==> run_1/final_placement.png <==
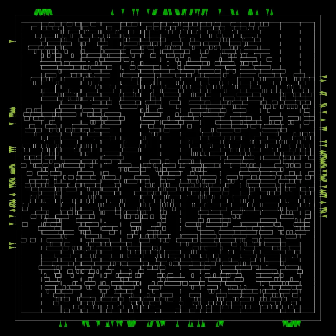
==> run_1/metal_stack.png <==
Scale: 2 px per um. Two of the layers only.
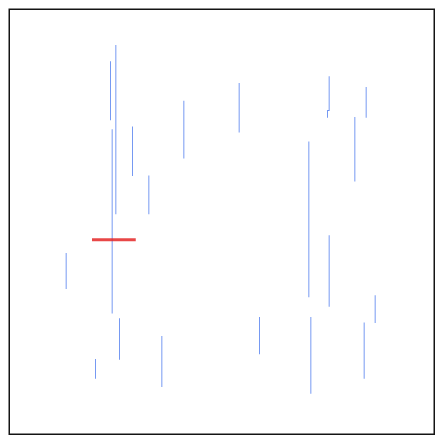
==> run_1/wire_density.png <==
Scale: 2 px per um. 21 x 21 tiles, from dark blue (low) to red (high), scaled to the fullest tile. Values are wire area over tile area, all layers added.
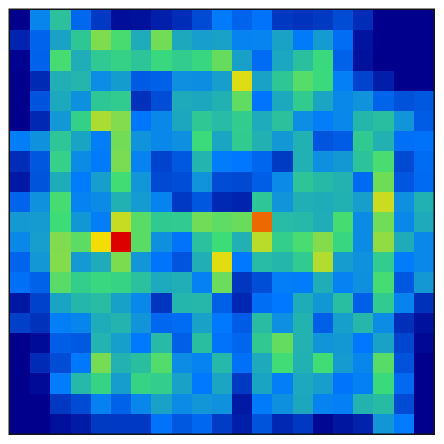
==> src/rtl/ti_adc_collector.sv <==
// -----------------------------------------------------------------------------
// ti_adc_collector
//
// Purpose:
//   Collects the per-way SAR results of ADC_WAYS time-interleaved sub-ADCs into
//   one parallel frame in the core_clk domain. A frame is complete once every
//   way has reported since the last frame. Completed frames go into a small
//   FIFO that is drained through a valid/ready handshake. The block also
//   flags a way that reports twice within one frame and counts frames lost
//   because the FIFO was full.
//
// Optional feature (compile-time macro TI_COLLECT_OFFSET_EN):
//   Adds a per-way signed offset table. Each captured sample becomes
//   clamp(raw - offset, 0, 2^ADC_BITS-1). This adds no latency.
//
// Ports:
//   core_clk   in   single clock; every port is synchronous to it
//   rst        in   synchronous, active-high reset
//   way_data   in   per-way results, way i at [i*ADC_BITS +: ADC_BITS]
//   way_done   in   one-cycle per-way done pulses (already in core_clk domain)
//   out_data   out  FIFO head frame, way 0 in the LSBs; holds when empty
//   out_valid  out  FIFO not empty
//   out_ready  in   consumer takes the head when out_valid & out_ready
//   frame_err  out  sticky flag: a way completed twice within one frame
//   ovf_cnt    out  saturating count of frames dropped on a full FIFO
//   clr_err    in   clears frame_err and ovf_cnt
//   ofs_we     in   (TI_COLLECT_OFFSET_EN) offset table write enable
//   ofs_addr   in   (TI_COLLECT_OFFSET_EN) way index to write
//   ofs_wdata  in   (TI_COLLECT_OFFSET_EN) signed offset, ADC_BITS+1 bits
// -----------------------------------------------------------------------------
module ti_adc_collector #(
    parameter int ADC_WAYS     = 8,
    parameter int ADC_BITS     = 9,
    parameter int FIFO_DEPTH   = 2,
    parameter int OVF_CNT_BITS = 8
) (
    input  logic                         core_clk,
    input  logic                         rst,
    input  logic [ADC_WAYS*ADC_BITS-1:0] way_data,
    input  logic [ADC_WAYS-1:0]          way_done,
`ifdef TI_COLLECT_OFFSET_EN
    input  logic                         ofs_we,
    input  logic [$clog2(ADC_WAYS)-1:0]  ofs_addr,
    input  logic [ADC_BITS:0]            ofs_wdata,
`endif
    output logic [ADC_WAYS*ADC_BITS-1:0] out_data,
    output logic                         out_valid,
    input  logic                         out_ready,
    output logic                         frame_err,
    output logic [OVF_CNT_BITS-1:0]      ovf_cnt,
    input  logic                         clr_err
);

    localparam int DW = ADC_WAYS * ADC_BITS;
    localparam int PW = (FIFO_DEPTH > 1) ? $clog2(FIFO_DEPTH) : 1;
    localparam int CW = $clog2(FIFO_DEPTH + 1);

    logic [ADC_WAYS-1:0] mask;
    logic [DW-1:0]       cap;
    logic [DW-1:0]       merged;
    logic                complete;
    logic                dup;

    logic [DW-1:0]       mem [FIFO_DEPTH];
    logic [PW-1:0]       wr_ptr;
    logic [PW-1:0]       rd_ptr;
    logic [CW-1:0]       count;
    logic [CW-1:0]       count_next;
    logic [PW-1:0]       rd_next;
    logic [DW-1:0]       head_next;
    logic                full;
    logic                pop;
    logic                push_ok;
    logic                drop;

`ifdef TI_COLLECT_OFFSET_EN
    localparam int AW = $clog2(ADC_WAYS);

    logic [ADC_BITS:0] ofs [ADC_WAYS];

    // Offset table. A capture in the same cycle as a write to that way still
    // sees the old offset, because the table is read before this edge.
    always_ff @(posedge core_clk) begin
        if (rst) begin
            for (int i = 0; i < ADC_WAYS; i++) begin
                ofs[i] <= '0;
            end
        end else begin
            for (int i = 0; i < ADC_WAYS; i++) begin
                if (ofs_we && (ofs_addr == AW'(i))) begin
                    ofs[i] <= ofs_wdata;
                end
            end
        end
    end
`endif

    // Per-way sample path: the value to store this cycle, and the merged frame
    // in which this cycle's new samples replace the held captures.
    for (genvar g = 0; g < ADC_WAYS; g++) begin : g_way
        logic [ADC_BITS-1:0] raw;
        logic [ADC_BITS-1:0] val;

        assign raw = way_data[g*ADC_BITS +: ADC_BITS];

`ifdef TI_COLLECT_OFFSET_EN
        // Two extra bits hold the full range of raw - offset. The top bit is
        // the sign. If the sign is clear, the next bit marks an overflow.
        logic [ADC_BITS+1:0] diff;

        assign diff = {2'b00, raw} - {ofs[g][ADC_BITS], ofs[g]};

        always_comb begin
            val = diff[ADC_BITS-1:0];
            if (diff[ADC_BITS+1]) begin
                val = '0;
            end else if (diff[ADC_BITS]) begin
                val = '1;
            end
        end
`else
        assign val = raw;
`endif

        assign merged[g*ADC_BITS +: ADC_BITS] = way_done[g] ? val : cap[g*ADC_BITS +: ADC_BITS];
    end

    assign complete = &(mask | way_done);
    assign dup      = |(way_done & mask);

    assign full    = (count == CW'(FIFO_DEPTH));
    assign pop     = out_valid & out_ready;
    // When the FIFO is full, a push is accepted only if a pop in the same
    // cycle frees a slot.
    assign push_ok = complete & (~full | pop);
    assign drop    = complete & full & ~pop;

    // Next FIFO occupancy and next head. If the pushed frame lands in the slot
    // that becomes the head, it has to be forwarded from the merged frame,
    // because the memory is not written until this edge.
    always_comb begin
        count_next = count;
        if (push_ok && !pop) begin
            count_next = count + CW'(1);
        end else if (!push_ok && pop) begin
            count_next = count - CW'(1);
        end

        rd_next = pop ? (rd_ptr + PW'(1)) : rd_ptr;

        head_next = mem[rd_next];
        if (push_ok && (rd_next == wr_ptr)) begin
            head_next = merged;
        end
    end

    // The FIFO storage is not reset. Data is only read at slots the pointers
    // mark as filled.
    always_ff @(posedge core_clk) begin
        if (push_ok) begin
            mem[wr_ptr] <= merged;
        end
    end

    // Frame assembly, FIFO pointers, registered output stage and error state.
    always_ff @(posedge core_clk) begin
        if (rst) begin
            mask      <= '0;
            cap       <= '0;
            wr_ptr    <= '0;
            rd_ptr    <= '0;
            count     <= '0;
            out_data  <= '0;
            out_valid <= 1'b0;
            frame_err <= 1'b0;
            ovf_cnt   <= '0;
        end else begin
            cap  <= merged;
            mask <= complete ? '0 : (mask | way_done);

            if (push_ok) begin
                wr_ptr <= wr_ptr + PW'(1);
            end
            if (pop) begin
                rd_ptr <= rd_ptr + PW'(1);
            end
            count <= count_next;

            out_valid <= (count_next != '0);
            if (count_next != '0) begin
                out_data <= head_next;
            end

            // An error or drop in the same cycle as clr_err takes priority.
            if (dup) begin
                frame_err <= 1'b1;
            end else if (clr_err) begin
                frame_err <= 1'b0;
            end

            if (drop) begin
                if (clr_err) begin
                    ovf_cnt <= OVF_CNT_BITS'(1);
                end else if (ovf_cnt != '1) begin
                    ovf_cnt <= ovf_cnt + OVF_CNT_BITS'(1);
                end
            end else if (clr_err) begin
                ovf_cnt <= '0;
            end
        end
    end

endmodule

==> config.mk <==
export PLATFORM = sky130hd
export DESIGN_NAME = ti_adc_collector
export DESIGN_NICKNAME = d
export VERILOG_FILES = /design/src/rtl/ti_adc_collector.sv
export SDC_FILE = /design/constraint.sdc
export NUM_CORES = 1
export LEC_CHECK = 0
export CORE_MARGIN = 4
export CORE_UTILIZATION = 30
export DETAILED_ROUTE_END_ITERATION = 6
export PLACE_DENSITY_LB_ADDON = 0.05
export SYNTH_ARGS = -nofsm -noshare
export SYNTH_HDL_FRONTEND = slang
export SYNTH_SLANG_ARGS = --single-unit
==> constraint.sdc <==
create_clock -name core_clk -period 9 [get_ports core_clk]
set_input_delay 1.8 -clock core_clk [delete_from_list [all_inputs] [get_ports core_clk]]
set_output_delay 1.8 -clock core_clk [all_outputs]
set_load 0.02 [all_outputs]
==> results_tabular.tex, run 1 <==
% Auto-generated results table
\begin{tabular}{lr}
\hline
Metric & Value \\
\hline
\multicolumn{2}{l}{\textbf{STA}} \\
\quad Tcrit/Tclk final & 0.583 \\
\quad Pins over their slew limit & 0 \\
\quad Fmax & 190 MHz \\
\quad Setup WS post-layout & 3750 ps \\
\quad Worst hold margin & 477 ps \\
\quad Clock skew after layout & 15.9 ps \\
\quad Hold violation count in the final report & 0 \\
\quad Post-route minimum period & between 5000 and 6000 ps \\
\quad Total negative slack & 0 ps \\
\quad Final setup fails & 0 \\
\quad Setup repair after global routing missed its margin & false \\
\quad Actual transition at the worst max-transition pin & 1070 ps \\
\quad Max\_slew headroom & 0.284 \\
\multicolumn{2}{l}{\textbf{Synthesis}} \\
\quad Synth logic family & multiplexers \\
\quad Sequential fraction of the synthesis area & 0.614 \\
\quad Post-Synthesis Cell Area & around 0.012 mm2 \\
\quad EDFF count, synth & 144 \\
\quad And+or+nand+nor area frac & 0.0770 \\
\quad Synthesized area per cell & 11.7 um2 \\
\quad Leading post-synthesis cells by instance count & mux2i\_1, dfxtp\_1, edfxtp\_1, nor2\_1, inv\_1 \\
\quad Adder-Cell Fraction of Synth Area & 0.00201 \\
\quad Post-Synthesis Cells & 1062 \\
\quad Post-synthesis mux area share & 0.179 \\
\quad Aoi/oai-family share of the synthesized area & 0.0715 \\
\quad Yosys synthesis chip area & approximately 0.012 mm2 \\
\quad XOR Share, Synth & 0.00342 \\
\quad Cell count in the Yosys report & 1062 \\
\quad Cell variety after synth & 46 \\
\quad Largest area contributor in the synthesized netlist & edfxtp\_1 \\
\quad Top cells by area & edfxtp\_1, dfxtp\_1, mux2i\_1 \\
\quad Share of async-settable or async-resettable flops after synthesis & 0 \\
\quad Most common cell in the synthesized netlist & mux2i\_1 \\
\quad Synth Net Count & 1148 \\
\quad Largest type area fraction & 0.347 \\
\quad Flops out of synthesis & 310 \\
\quad Most common flop cell mapped by yosys & dfxtp\_1 \\
\quad Yosys warns & 0 \\
\multicolumn{2}{l}{\textbf{Clock tree}} \\
\quad \# hold bufs at CTS & 0 \\
\quad Clock sink count & slightly above 300 \\
\quad Cts bufs inserted & 38 \\
\quad Number of buffers inserted to repair setup after CTS & 0 \\
\quad CTS HTree Levels & 2 \\
\quad Later-pin clock latency in the skew report & between 500 and 600 ps \\
\quad Root Buffer Master & clkbuf\_16 \\
\quad Resized Gates After CTS & 0 \\
\quad Number of buffers on the longest clock path & 3 \\
\quad Clock slew at the register clock pins of the worst setup and hold paths & 60 ps \\
\quad TritonCTS clock tree & built \\
\multicolumn{2}{l}{\textbf{Global route}} \\
\quad First-pass GRT wire length & 50700 um \\
\quad Initial antenna violation count & 1 \\
\quad Total gr overflow & 0 \\
\quad Maximum number of pins on one net before global-route repair & $\sim$73 \\
\quad Vias in the first global route & 8366 \\
\multicolumn{2}{l}{\textbf{Detailed routing}} \\
\quad Residual antenna-violating net count after detailed routing & 0 \\
\quad Initial DRC count & 341 \\
\quad Total DRC errors in the routed layout & 0 \\
\quad Detailed-routing iteration count for the pre-antenna-repair pass & 6 \\
\quad Via/cell ratio & around 4.7 \\
\multicolumn{2}{l}{\textbf{Layout}} \\
\quad Most frequently placed logic cell in the final layout & mux2i\_1 \\
\quad Most flops, register & mem \\
\quad Antenna cell count & 0 \\
\quad Number of fill cells in the layout & 4059 \\
\quad Final cell area excluding filler cells & 0.0157 mm2 \\
\quad Dominant logic cell types in the final layout & mux2i\_1, dfxtp\_1, clkdlybuf4s50\_1, edfxtp\_1, nor2\_1 \\
\quad Max FFs per register & 144 \\
\quad Biggest regs & mem x144, cap x72, out\_data x72 \\
\quad Final \#Nets & 1296 \\
\quad Share of final-layout standard cells stronger than drive strength 1 & 0.0629 \\
\quad Growth of design area from synthesis to finish & 26.3\% \\
\multicolumn{2}{l}{\textbf{Worst hold path}} \\
\quad Capture endpoint of the worst hold path & out\_data[37]\$\_SDFFE\_PP0P\_ \\
\quad Min-delay worst type & reg2reg \\
\quad Beginning of the worst hold path & out\_data[37]\$\_SDFFE\_PP0P\_ \\
\quad Worst Hold Path Cells & 2 \\
\multicolumn{2}{l}{\textbf{Critical path}} \\
\quad Critical path capture point type & flop \\
\quad Setup slack, reg-to-reg & 5890 ps \\
\quad Endpoint of the worst-slack reg-to-reg timing path & mem[1][65]\$\_DFFE\_PP\_ \\
\quad Worst Path Required & 9160 ps \\
\quad Critical Path Start Type & input port \\
\quad Depth of the most critical reg-to-reg path & 5 \\
\quad Critical path arrival & roughly 5400 ps \\
\quad Top cell family by delay on the critical path & simple AND/OR/NAND/NOR gates \\
\quad Type of the worst setup path & in2reg \\
\quad Critical Path, Cell by Cell & clkdlybuf4s50\_1, nor2\_1, nor4\_4, and2\_1, and3\_4, buf\_4 \\
\quad Worst-path cell with the longest stage delay & clkdlybuf4s50\_1 \\
\quad Startpoint of the lowest-slack register-to-register path & mask[6]\$\_SDFF\_PP0\_ \\
\quad Critical path fanouts, max & just over 40 \\
\quad Worst Path Buf+Inv & 2 \\
\quad Delay of the slowest cell on the worst path & between 1000 and 1500 ps \\
\multicolumn{2}{l}{\textbf{Placed design}} \\
\quad Placed cell areas & 0.0146 mm2 \\
\quad Gpl congestion & approximately 0.7 \\
\quad Placed wire-length estimate after detailed placement & around 19000 um \\
\quad Setup slack at placement & 3110 ps \\
\quad PortBufs & about 170 \\
\multicolumn{2}{l}{\textbf{Die}} \\
\quad DIE WIDTH & 212 um \\
\quad Total die size & roughly 0.045 mm2 \\
\quad Initial cell density of the core & 0.304 \\
\quad FP Rows & 74 \\
\quad Die Ht & 212 um \\
\quad Core area & 0.0409 mm2 \\
\quad Top Ports & 166 \\
\multicolumn{2}{l}{\textbf{Job}} \\
\quad Tool Warnings & 26 \\
\quad Count of max-cap constraint violations & 0 \\
\multicolumn{2}{l}{\textbf{Power and ir drop}} \\
\quad Fraction of power consumed by the clock network & 0.327 \\
\quad Switching part of the total power & 0.320 \\
\quad PwrDens & 277 mW/mm2 \\
\quad Power share of the combinational group & 0.280 \\
\quad Internal Pwr Total & 2.97 mW \\
\quad Seq pwr share & 0.392 \\
\quad Largest vdd supply drop & approximately 170 uV \\
\quad Sw Pwr & roughly 1.4 mW \\
\quad Final total power & 4.36 mW \\
\quad Leakage power of the design & between 6 and 7 nW \\
\multicolumn{2}{l}{\textbf{Status}} \\
\quad Status & finished clean \\
\hline
\end{tabular}
About final_placement.png:
num tapcells: 532
total number of sequential cells: 310
end-of-flow core utilization: 0.384
flip-flop and latch share of the layout cell area: 0.486

About metal_stack.png:
legend:
  met5:
    color: red
    wire_length: 20.2 um
  met4:
    color: blue
    wire_length: 654 um
detailed-route wire length: 33200 um
number of vias after detailed routing: 8286
All-Layer GR Usage: 0.146
average detailed-routed wire length per instance: 18.8 um

About wire_density.png:
nearly empty tiles: 6.6%
mean over tiles: 0.12
tiles over half the peak: 11%
fullest tile: 0.38

[run 1: layout make-up]
cell class | instances | area, um2 | area share
Inverter | 79 | 297 | 0.0188
Sequential cell | 310 | 7650 | 0.486
Clock buffer | 52 | 1080 | 0.0685
Timing Repair Buffer | 180 | 1760 | 0.112
Clock inverter | 18 | 85.1 | 0.00541
Multi-Input combinational cell | 601 | 4200 | 0.267
Tap cell | 532 | 666 | 0.0423
[run 1: metal layers]
layer	routed length [um]	up-vias	global-route usage	share of wire
met5	20	-	0	0.00060
met4	653	2	0.0462	0.020
met3	1480	48	0.0270	0.044
met2	15800	145	0.238	0.47
met1	15300	4034	0.197	0.46
li1	-	4057	-	-
[run 1: worst max path at each step]
stage          slack (ps)  depth (start not counted)   startpoint                    to
2_1_floorplan        1060                          4  way_done[6]   mem[0][0]$_DFFE_PP_
3_3_place_gp         3110                          6  way_done[6]  mem[1][65]$_DFFE_PP_
3_5_place_dp         3110                          6  way_done[6]  mem[1][65]$_DFFE_PP_
4_1_cts              3670                          6  way_done[6]  mem[1][65]$_DFFE_PP_
5_1_grt              3480                          6  way_done[6]  mem[1][65]$_DFFE_PP_
6_report             3750                          6  way_done[6]  mem[1][65]$_DFFE_PP_
[run 1: power groups by stage]
| stage | clock (mW) | sequential (mW) | combinational (mW) |
|---|---|---|---|
| after floorplan | 0 | 1.85 | 0.641 |
| after global placement | 0 | 1.75 | 1.24 |
| after detailed placement | 0 | 1.74 | 1.25 |
| after CTS | 1.48 | 1.72 | 1.25 |
| after global routing | 1.54 | 1.73 | 1.34 |
| final | 1.43 | 1.71 | 1.22 |
[run 1: per-stage QoR]
stage,util,std cells
after global placement,0.356,1702
final,0.384,1772
after floorplan,-,1062
after CTS,0.384,1772
after global routing,0.384,1772
after detailed placement,0.356,1702
==> run_1/registers.png <==
Scale: 3 px per um.
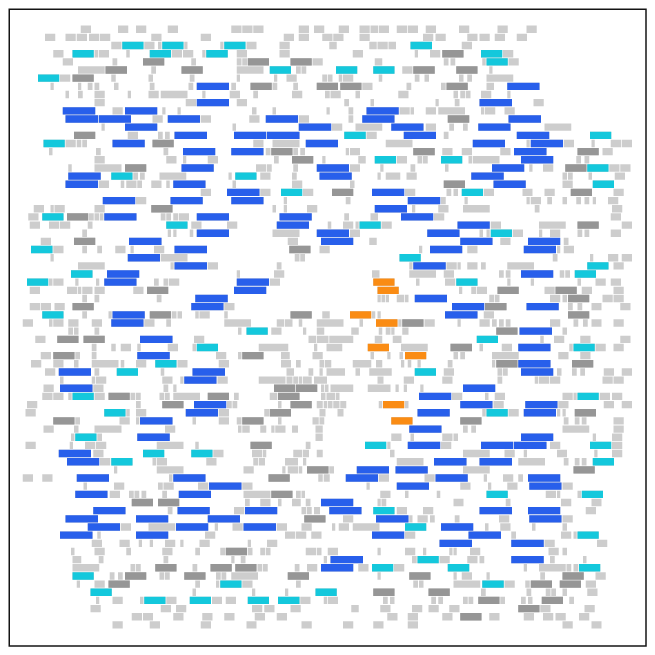

## Run 2: what changed since run 1
==> constraint.sdc (replaced) <==
create_clock -name core_clk -period 5.17 [get_ports core_clk]
set_input_delay 1.034 -clock core_clk [delete_from_list [all_inputs] [get_ports core_clk]]
set_output_delay 1.034 -clock core_clk [all_outputs]
set_load 0.02 [all_outputs]
==> run_2/registers.png <==
Scale: 3 px per um.
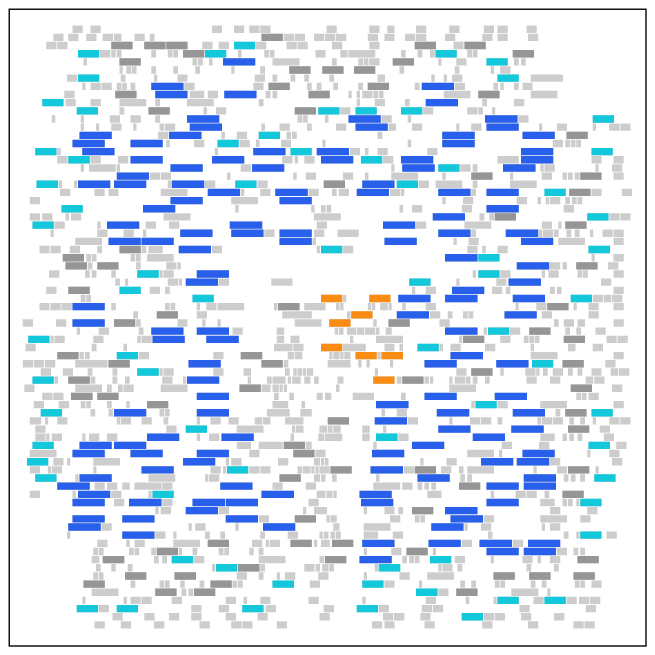
legend:
  cap:
    color: cyan
    sequential_cells: 72
    where: spread over the die
  mem:
    color: blue
    sequential_cells: 144
  mask:
    color: orange
    sequential_cells: 8
    where: middle

==> run 2 against run 1 <==
Net effect: global-route usage increased by 0.38 points; critical path type unchanged; critical path depth rose by 2; first-iteration DRC count unchanged; via count grew 0.56%; final cell count up 0.45%; sequential share of layout area fell by 0.71 points.
==> results_tabular.tex, run 2 <==
% Auto-generated results table
\begin{tabular}{lr}
\hline
Metric & Value \\
\hline
\multicolumn{2}{l}{\textbf{Power and ir drop}} \\
\quad Fraction of power consumed by the clock network & 0.344 \\
\quad Sw Pwr & between 2 and 2.5 mW \\
\quad Largest vdd supply drop & 304 uV \\
\quad PwrDens & 489 mW/mm2 \\
\quad Power share of the combinational group & 0.276 \\
\quad Leakage power of the design & slightly below 7 nW \\
\quad Seq pwr share & 0.381 \\
\quad Internal Pwr Total & between 5 and 6 mW \\
\quad Final total power & 7.81 mW \\
\quad Switching part of the total power & 0.313 \\
\multicolumn{2}{l}{\textbf{Global route}} \\
\quad Grt met1 use & 0.193 \\
\quad First-pass GRT wire length & 52100 um \\
\quad Initial antenna violation count & 1 \\
\quad GRT Max-Usage Layer & met2 \\
\quad Maximum number of pins on one net before global-route repair & roughly 87 \\
\quad Vias in the first global route & 8811 \\
\quad Met3 Use GR & 0.0344 \\
\quad All-Layer GR Usage & 0.150 \\
\quad Total gr overflow & 0 \\
\quad Met2 capacity usage during global routing & 0.255 \\
\multicolumn{2}{l}{\textbf{Placed design}} \\
\quad Gpl congestion & 0.732 \\
\quad Placed cell areas & roughly 0.015 mm2 \\
\quad Setup slack at placement & 889 ps \\
\quad Placed wire-length estimate after detailed placement & 19900 um \\
\quad Number of placed cells counting well taps & 1709 \\
\multicolumn{2}{l}{\textbf{STA}} \\
\quad Clock skew after layout & around 13 ps \\
\quad Worst hold margin & between 400 and 500 ps \\
\quad Pins over their slew limit & 0 \\
\quad Actual transition at the worst max-transition pin & $\sim$1100 ps \\
\quad Post-route minimum period & 3730 ps \\
\quad Setup WS post-layout & 1440 ps \\
\quad Setup repair after global routing missed its margin & false \\
\quad Hold violation count in the final report & 0 \\
\quad Fmax & around 270 MHz \\
\quad Max\_slew headroom & 0.253 \\
\quad Total negative slack & 0 ps \\
\quad Final setup fails & 0 \\
\quad Tcrit/Tclk final & 0.721 \\
\multicolumn{2}{l}{\textbf{Synthesis}} \\
\quad And+or+nand+nor area frac & 0.0770 \\
\quad Most common flop cell mapped by yosys & dfxtp\_1 \\
\quad Share of async-settable or async-resettable flops after synthesis & 0 \\
\quad Sequential fraction of the synthesis area & 0.614 \\
\quad Aoi/oai-family share of the synthesized area & 0.0715 \\
\quad EDFF count, synth & $\sim$140 \\
\quad XOR Share, Synth & 0.00342 \\
\quad Adder-Cell Fraction of Synth Area & 0.00201 \\
\quad Leading post-synthesis cells by instance count & mux2i\_1, dfxtp\_1, edfxtp\_1, nor2\_1, inv\_1 \\
\quad Most common cell in the synthesized netlist & mux2i\_1 \\
\quad Post-Synthesis Cell Area & 0.0125 mm2 \\
\quad Top cells by area & edfxtp\_1, dfxtp\_1, mux2i\_1 \\
\quad Synth logic family & multiplexers \\
\quad Cell count in the Yosys report & 1062 \\
\quad Synth Net Count & 1148 \\
\quad Synthesized area per cell & 11.7 um2 \\
\quad Yosys warns & 0 \\
\quad Post-synthesis mux area share & 0.179 \\
\quad Cell variety after synth & about 46 \\
\quad Yosys synthesis chip area & roughly 0.012 mm2 \\
\quad Largest type area fraction & 0.347 \\
\quad Flops out of synthesis & 310 \\
\quad Post-Synthesis Cells & 1062 \\
\quad Largest area contributor in the synthesized netlist & edfxtp\_1 \\
\multicolumn{2}{l}{\textbf{Layout}} \\
\quad Dominant logic cell types in the final layout & mux2i\_1, dfxtp\_1, clkdlybuf4s50\_1, edfxtp\_1, nor2\_1 \\
\quad Max FFs per register & 144 \\
\quad Final cell area excluding filler cells & 0.0160 mm2 \\
\quad Most frequently placed logic cell in the final layout & mux2i\_1 \\
\quad Gate Area & 0.00420 mm2 \\
\quad Share of final-layout standard cells stronger than drive strength 1 & 0.0706 \\
\quad Biggest regs & mem x144, cap x72, out\_data x72 \\
\quad Most flops, register & mem \\
\quad Final instance count without filler cells & 1780 \\
\quad Growth of design area from synthesis to finish & 28.2\% \\
\quad Number of fill cells in the layout & approximately 4000 \\
\quad End-of-flow core utilization & 0.390 \\
\quad Final \#Nets & 1303 \\
\quad Register Area & 0.00765 mm2 \\
\multicolumn{2}{l}{\textbf{Critical path}} \\
\quad Critical Path Start Type & input port \\
\quad Setup slack, reg-to-reg & between 2000 and 2500 ps \\
\quad Type of the worst setup path & in2reg \\
\quad Critical path arrival & 4180 ps \\
\quad Critical path capture point type & flop \\
\quad Worst Path Required & 5620 ps \\
\quad Critical path fanouts, max & 72 \\
\multicolumn{2}{l}{\textbf{Detailed routing}} \\
\quad Average detailed-routed wire length per instance & 18.9 um \\
\quad Detailed-routing iteration count for the pre-antenna-repair pass & 4 \\
\quad Residual antenna-violating net count after detailed routing & 0 \\
\quad Via/cell ratio & about 4.7 \\
\quad Detailed-route wire length & between 30000 and 40000 um \\
\quad Met2 Routed Length & roughly 16000 um \\
\quad Met1 layer wirelength in the final routing & 15500 um \\
\quad Highest metal layer with signal wires & met4 \\
\quad WL met3 & roughly 1600 um \\
\quad Number of vias after detailed routing & 8332 \\
\quad Initial DRC count & 341 \\
\quad Total DRC errors in the routed layout & 0 \\
\multicolumn{2}{l}{\textbf{Clock tree}} \\
\quad \# hold bufs at CTS & 0 \\
\quad Number of buffers inserted to repair setup after CTS & 0 \\
\quad Clock slew at the register clock pins of the worst setup and hold paths & 60 ps \\
\quad Later-pin clock latency in the skew report & 540 ps \\
\quad Clock sink count & 310 \\
\quad Cts bufs inserted & 38 \\
\quad TritonCTS clock tree & built \\
\quad Number of buffers on the longest clock path & 3 \\
\quad Root Buffer Master & clkbuf\_16 \\
\quad Resized Gates After CTS & 0 \\
\quad CTS HTree Levels & 2 \\
\multicolumn{2}{l}{\textbf{Die}} \\
\quad Core area & 0.0409 mm2 \\
\quad Total die size & between 0.04 and 0.05 mm2 \\
\quad Initial cell density of the core & 0.304 \\
\quad FP Rows & 74 \\
\quad DIE WIDTH & 212 um \\
\quad Die Ht & 212 um \\
\multicolumn{2}{l}{\textbf{Job}} \\
\quad Tool Warnings & 26 \\
\quad Count of max-cap constraint violations & 0 \\
\multicolumn{2}{l}{\textbf{Worst hold path}} \\
\quad Min-delay worst type & reg2reg \\
\multicolumn{2}{l}{\textbf{Status}} \\
\quad Status & finished clean \\
\hline
\end{tabular}
==> run_2/port_nets.png <==
Scale: 2 px per um.
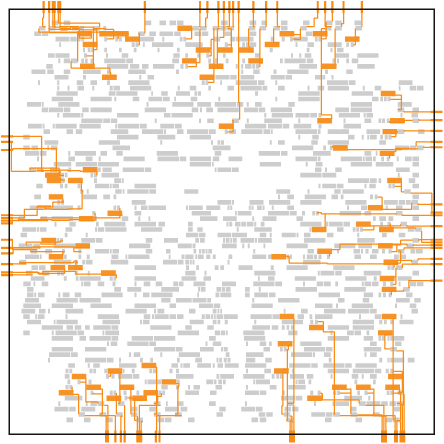
legend:
  out_data:
    color: orange
    bits: 72
    direction: output
    end_cells: 72
    buffers: 72
    wire: 2860 um
Top Ports: 166
PortBufs: 165

[run 2: cell types whose count changed in the layout (fill, tap and decap cells not counted), sizes merged]
cell | previous run | this run
clkinv | 16 | 8
buf | 16 | 23
clkbuf | 52 | 58
bufinv | 0 | 2
diode | 0 | 1
[run 2: layout make-up]
type / count / area share
Sequential cell: 310 / 0.479
Clock inverter: 12 / 0.00698
Multi-Input combinational cell: 601 / 0.263
Timing Repair Buffer: 187 / 0.118
Tap cell: 532 / 0.0417
Clock buffer: 58 / 0.0727
Antenna cell: 1 / 0.000157
Inverter: 79 / 0.0186
[run 2: cells by family after synthesis]
kind of cell             count (synthesis)
AND-OR/OR-AND                          169
XOR/XNOR                                 4
adder cells (fa/ha/maj)                  2
buffers and inverters                  151
flip-flops                             310
multiplexers                           221
AND/OR/NAND/NOR                        205
[run 2: final timing paths]
path                                                 from                        end  depth (start not counted)
worst max register to register         mask[4]$_SDFF_PP0_  out_data[20]$_SDFFE_PP0P_                          6
worst min-delay path            out_data[24]$_SDFFE_PP0P_  out_data[24]$_SDFFE_PP0P_                          2
worst min register to register  out_data[24]$_SDFFE_PP0P_  out_data[24]$_SDFFE_PP0P_                          2
worst max-delay path                          way_done[0]  out_data[20]$_SDFFE_PP0P_                          8
[run 2: critical path: stages]
cell,delay (ps)
clkdlybuf4s50_1,460
buf_4,240
nor2_1,150
nor4_4,400
and2_1,530
o211a_4,980
o21ai_1,160
a21oi_1,180
[run 2: power by group through the flow]
stage               registers, mW  clock network (mW)  logic (mW)
floorplan                    3.22                   0        1.12
global placement             3.03                   0        2.19
global route                 3.01                2.88        2.37
CTS                          2.98                2.78        2.20
detailed placement           3.03                   0        2.20
finish                       2.97                2.69        2.15
==> run_2/metal_stack.png <==
Scale: 2 px per um. Two of the layers only.
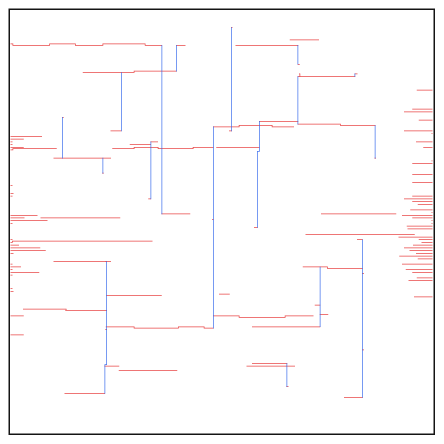

## Run 3: what changed since run 2
==> constraint.sdc (replaced) <==
create_clock -name core_clk -period 3 [get_ports core_clk]
set_input_delay 0.6 -clock core_clk [delete_from_list [all_inputs] [get_ports core_clk]]
set_output_delay 0.6 -clock core_clk [all_outputs]
set_load 0.02 [all_outputs]
==> run_3/metal_stack.png <==
Scale: 2 px per um. Two of the layers only.
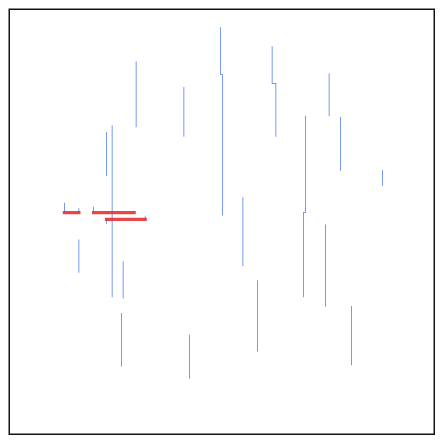
legend:
  met4:
    color: blue
    wire_length: 688 um
  met5:
    color: red
    wire_length: 46.9 um

==> run_3/wire_density.png <==
Scale: 2 px per um. 21 x 21 tiles, from dark blue (low) to red (high), scaled to the fullest tile. Values are wire area over tile area, all layers added.
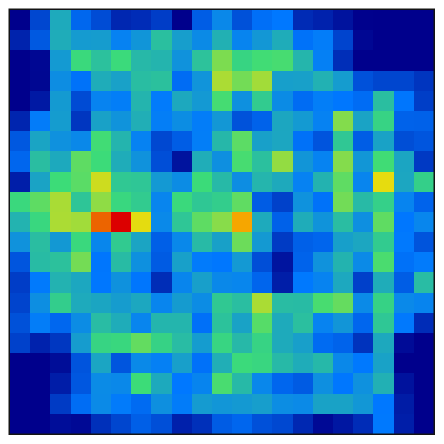
densest ninth of the die: left middle
nearly empty tiles: 7.9%
emptiest ninth of the die: top right

==> run 3 against run 2 <==
Net effect: critical path depth is the same; synthesized cell count is the same; total power grew 71%; design area grew 1.4%; clock power grew 59%; non-clock buffer count grew 17; global-route usage is essentially flat; clock skew grew 6.9 ps; register-to-register slack lost 1600 ps.
==> results_tabular.tex, run 3 <==
% Auto-generated results table
\begin{tabular}{lr}
\hline
Metric & Value \\
\hline
\multicolumn{2}{l}{\textbf{Synthesis}} \\
\quad Share of async-settable or async-resettable flops after synthesis & 0 \\
\quad Largest type area fraction & 0.347 \\
\quad Largest area contributor in the synthesized netlist & edfxtp\_1 \\
\quad Post-Synthesis Cells & 1062 \\
\quad Post-Synthesis Cell Area & 0.0125 mm2 \\
\quad Synth Net Count & 1148 \\
\quad Top cells by area & edfxtp\_1, dfxtp\_1, mux2i\_1 \\
\quad Most common cell in the synthesized netlist & mux2i\_1 \\
\quad Yosys warns & 0 \\
\quad Leading post-synthesis cells by instance count & mux2i\_1, dfxtp\_1, edfxtp\_1, nor2\_1, inv\_1 \\
\quad Yosys synthesis chip area & around 0.012 mm2 \\
\quad Synthesized area per cell & around 12 um2 \\
\quad Most common flop cell mapped by yosys & dfxtp\_1 \\
\quad Flops out of synthesis & a little over 300 \\
\quad Cell variety after synth & 46 \\
\quad Cell count in the Yosys report & 1062 \\
\quad EDFF count, synth & 144 \\
\multicolumn{2}{l}{\textbf{Layout}} \\
\quad Growth of design area from synthesis to finish & 30.0\% \\
\quad Most frequently placed logic cell in the final layout & mux2i\_1 \\
\quad Max FFs per register & 144 \\
\quad Biggest regs & mem x144, cap x72, out\_data x72 \\
\quad Dominant logic cell types in the final layout & mux2i\_1, dfxtp\_1, clkdlybuf4s50\_1, edfxtp\_1, nor2\_1 \\
\quad End-of-flow core utilization & 0.396 \\
\quad Share of final-layout standard cells stronger than drive strength 1 & 0.0847 \\
\quad Final cell area excluding filler cells & 0.0162 mm2 \\
\quad Most flops, register & mem \\
\quad Final \#Nets & approximately 1300 \\
\quad Antenna cell count & 0 \\
\multicolumn{2}{l}{\textbf{Critical path}} \\
\quad Type of the worst setup path & in2reg \\
\quad Critical path capture point type & flop \\
\quad Worst Path Required & 3460 ps \\
\quad Delay of the slowest cell on the worst path & 580 ps \\
\quad Depth of the most critical reg-to-reg path & 8 \\
\quad Critical Path, Cell by Cell & clkdlybuf4s50\_1, nor2\_4, nor4\_4, and2\_1, mux2i\_4, buf\_12, o21ai\_1, a21oi\_1 \\
\quad Worst-path cell with the longest stage delay & clkdlybuf4s50\_1 \\
\quad Critical path arrival & 2810 ps \\
\quad Critical Path Start Type & input port \\
\quad Critical path fanouts, max & 40 \\
\multicolumn{2}{l}{\textbf{Die}} \\
\quad Die Ht & around 210 um \\
\quad DIE WIDTH & about 210 um \\
\quad Top Ports & 166 \\
\quad Initial cell density of the core & 0.304 \\
\quad Core area & 0.0409 mm2 \\
\quad Total die size & 0.0448 mm2 \\
\quad FP Rows & between 70 and 80 \\
\multicolumn{2}{l}{\textbf{Clock tree}} \\
\quad Later-pin clock latency in the skew report & 530 ps \\
\quad Number of buffers on the longest clock path & 3 \\
\quad Root Buffer Master & clkbuf\_16 \\
\quad Resized Gates After CTS & 0 \\
\quad CTS HTree Levels & 2 \\
\quad Clock sink count & 310 \\
\quad Clock slew at the register clock pins of the worst setup and hold paths & around 50 ps \\
\quad \# hold bufs at CTS & 0 \\
\quad Number of buffers inserted to repair setup after CTS & 0 \\
\multicolumn{2}{l}{\textbf{Detailed routing}} \\
\quad Via/cell ratio & 4.68 \\
\quad Residual antenna-violating net count after detailed routing & 0 \\
\quad Initial DRC count & 322 \\
\quad Number of vias after detailed routing & 8406 \\
\quad Detailed-routing iteration count for the pre-antenna-repair pass & 5 \\
\quad Average detailed-routed wire length per instance & 18.8 um \\
\multicolumn{2}{l}{\textbf{Power and ir drop}} \\
\quad Power share of the combinational group & 0.296 \\
\quad Fraction of power consumed by the clock network & 0.321 \\
\quad PwrDens & 826 mW/mm2 \\
\quad Final total power & approximately 13 mW \\
\quad Sw Pwr & 4.21 mW \\
\quad Power dissipated in the clock network & 4.29 mW \\
\quad Switching part of the total power & 0.314 \\
\quad Leakage power of the design & 6.98 nW \\
\quad Largest vdd supply drop & 370 uV \\
\quad Internal Pwr Total & 9.17 mW \\
\quad Power drawn by the sequential cells & 5.13 mW \\
\quad Reported combinational group power & $\sim$4.0 mW \\
\quad Seq pwr share & 0.383 \\
\multicolumn{2}{l}{\textbf{Placed design}} \\
\quad Number of placed cells counting well taps & 1726 \\
\quad Placed cell areas & around 0.015 mm2 \\
\quad Gpl congestion & 0.728 \\
\quad Setup slack at placement & around 83 ps \\
\quad Placed wire-length estimate after detailed placement & 20900 um \\
\quad PortBufs & 165 \\
\multicolumn{2}{l}{\textbf{STA}} \\
\quad Total negative slack & 0 ps \\
\quad Tcrit/Tclk final & 0.784 \\
\quad Post-route minimum period & 2350 ps \\
\quad Hold violation count in the final report & 0 \\
\quad Setup WS post-layout & 648 ps \\
\quad Setup repair after global routing missed its margin & false \\
\quad Actual transition at the worst max-transition pin & about 600 ps \\
\quad Final setup fails & 0 \\
\quad Pins over their slew limit & 0 \\
\quad Max\_slew headroom & 0.599 \\
\quad Worst hold margin & $\sim$480 ps \\
\quad Fmax & 425 MHz \\
\multicolumn{2}{l}{\textbf{Global route}} \\
\quad Total gr overflow & 0 \\
\quad First-pass GRT wire length & 51900 um \\
\quad Initial antenna violation count & 3 \\
\quad All-Layer GR Usage & 0.150 \\
\quad Vias in the first global route & between 8000 and 9000 \\
\quad Maximum number of pins on one net before global-route repair & roughly 73 \\
\multicolumn{2}{l}{\textbf{Worst hold path}} \\
\quad Min-delay worst type & reg2reg \\
\quad Worst Hold Path Cells & 2 \\
\multicolumn{2}{l}{\textbf{Status}} \\
\quad Status & finished clean \\
\multicolumn{2}{l}{\textbf{Job}} \\
\quad Count of max-cap constraint violations & 0 \\
\quad Tool Warnings & 27 \\
\hline
\end{tabular}
run 3: cell count changes in the layout (fill, tap and decap cells not counted), sizes merged:
cell | before | now
buf | 23 | 40
bufinv | 2 | 0
clkinv | 8 | 9
diode | 1 | 0
run 3: path summary, 6_finish.rpt:
kind	startpoint	to	slack, ps
setup / recovery	way_done[7]	out_data[52]$_SDFFE_PP0P_	650
hold / removal	out_data[12]$_SDFFE_PP0P_	out_data[12]$_SDFFE_PP0P_	480
hold reg to reg	out_data[12]$_SDFFE_PP0P_	out_data[12]$_SDFFE_PP0P_	480
setup reg to reg	count[0]$_SDFF_PP0_	ovf_cnt[7]$_SDFFE_PP0P_	760
run 3: critical path, delay by kind of cell:
| kind | cells | cell delay, ps |
|---|---|---|
| buf+inv | 2 | 870 |
| mux | 1 | 360 |
| simple gates | 3 | 700 |
| compound gates | 2 | 260 |
run 3: logic make-up (layout without fill, tap and decap cells):
kind of cell | count (synthesis) | count (layout) | synth area share
flip-flops | 310 | 310 | 0.614
XOR/XNOR | 4 | 4 | 0.00342
buffers and inverters | 151 | 352 | 0.0534
AND-OR/OR-AND | 169 | 169 | 0.0715
adder cells (fa/ha/maj) | 2 | 2 | 0.00201
AND/OR/NAND/NOR | 205 | 205 | 0.0770
multiplexers | 221 | 221 | 0.179
run 3: cell type report:
class                      count  area (um2)
inverter                      79         297
fill                        4040       24700
timing repair buffer         204        2180
clock buffer                  58        1120
clock inverter                11        55.1
sequential                   310        7650
tap                          532         666
multi-input combinational    601        4230
run 3: layer usage:
layer	part of all wire	up-vias	global-route usage
met1	0.46	4055	0.203
met3	0.046	54	0.0308
li1	-	4135	-
met4	0.020	6	0.0444
met2	0.47	156	0.243
met5	0.0014	-	0
Power and IR drop assume default switching activity.
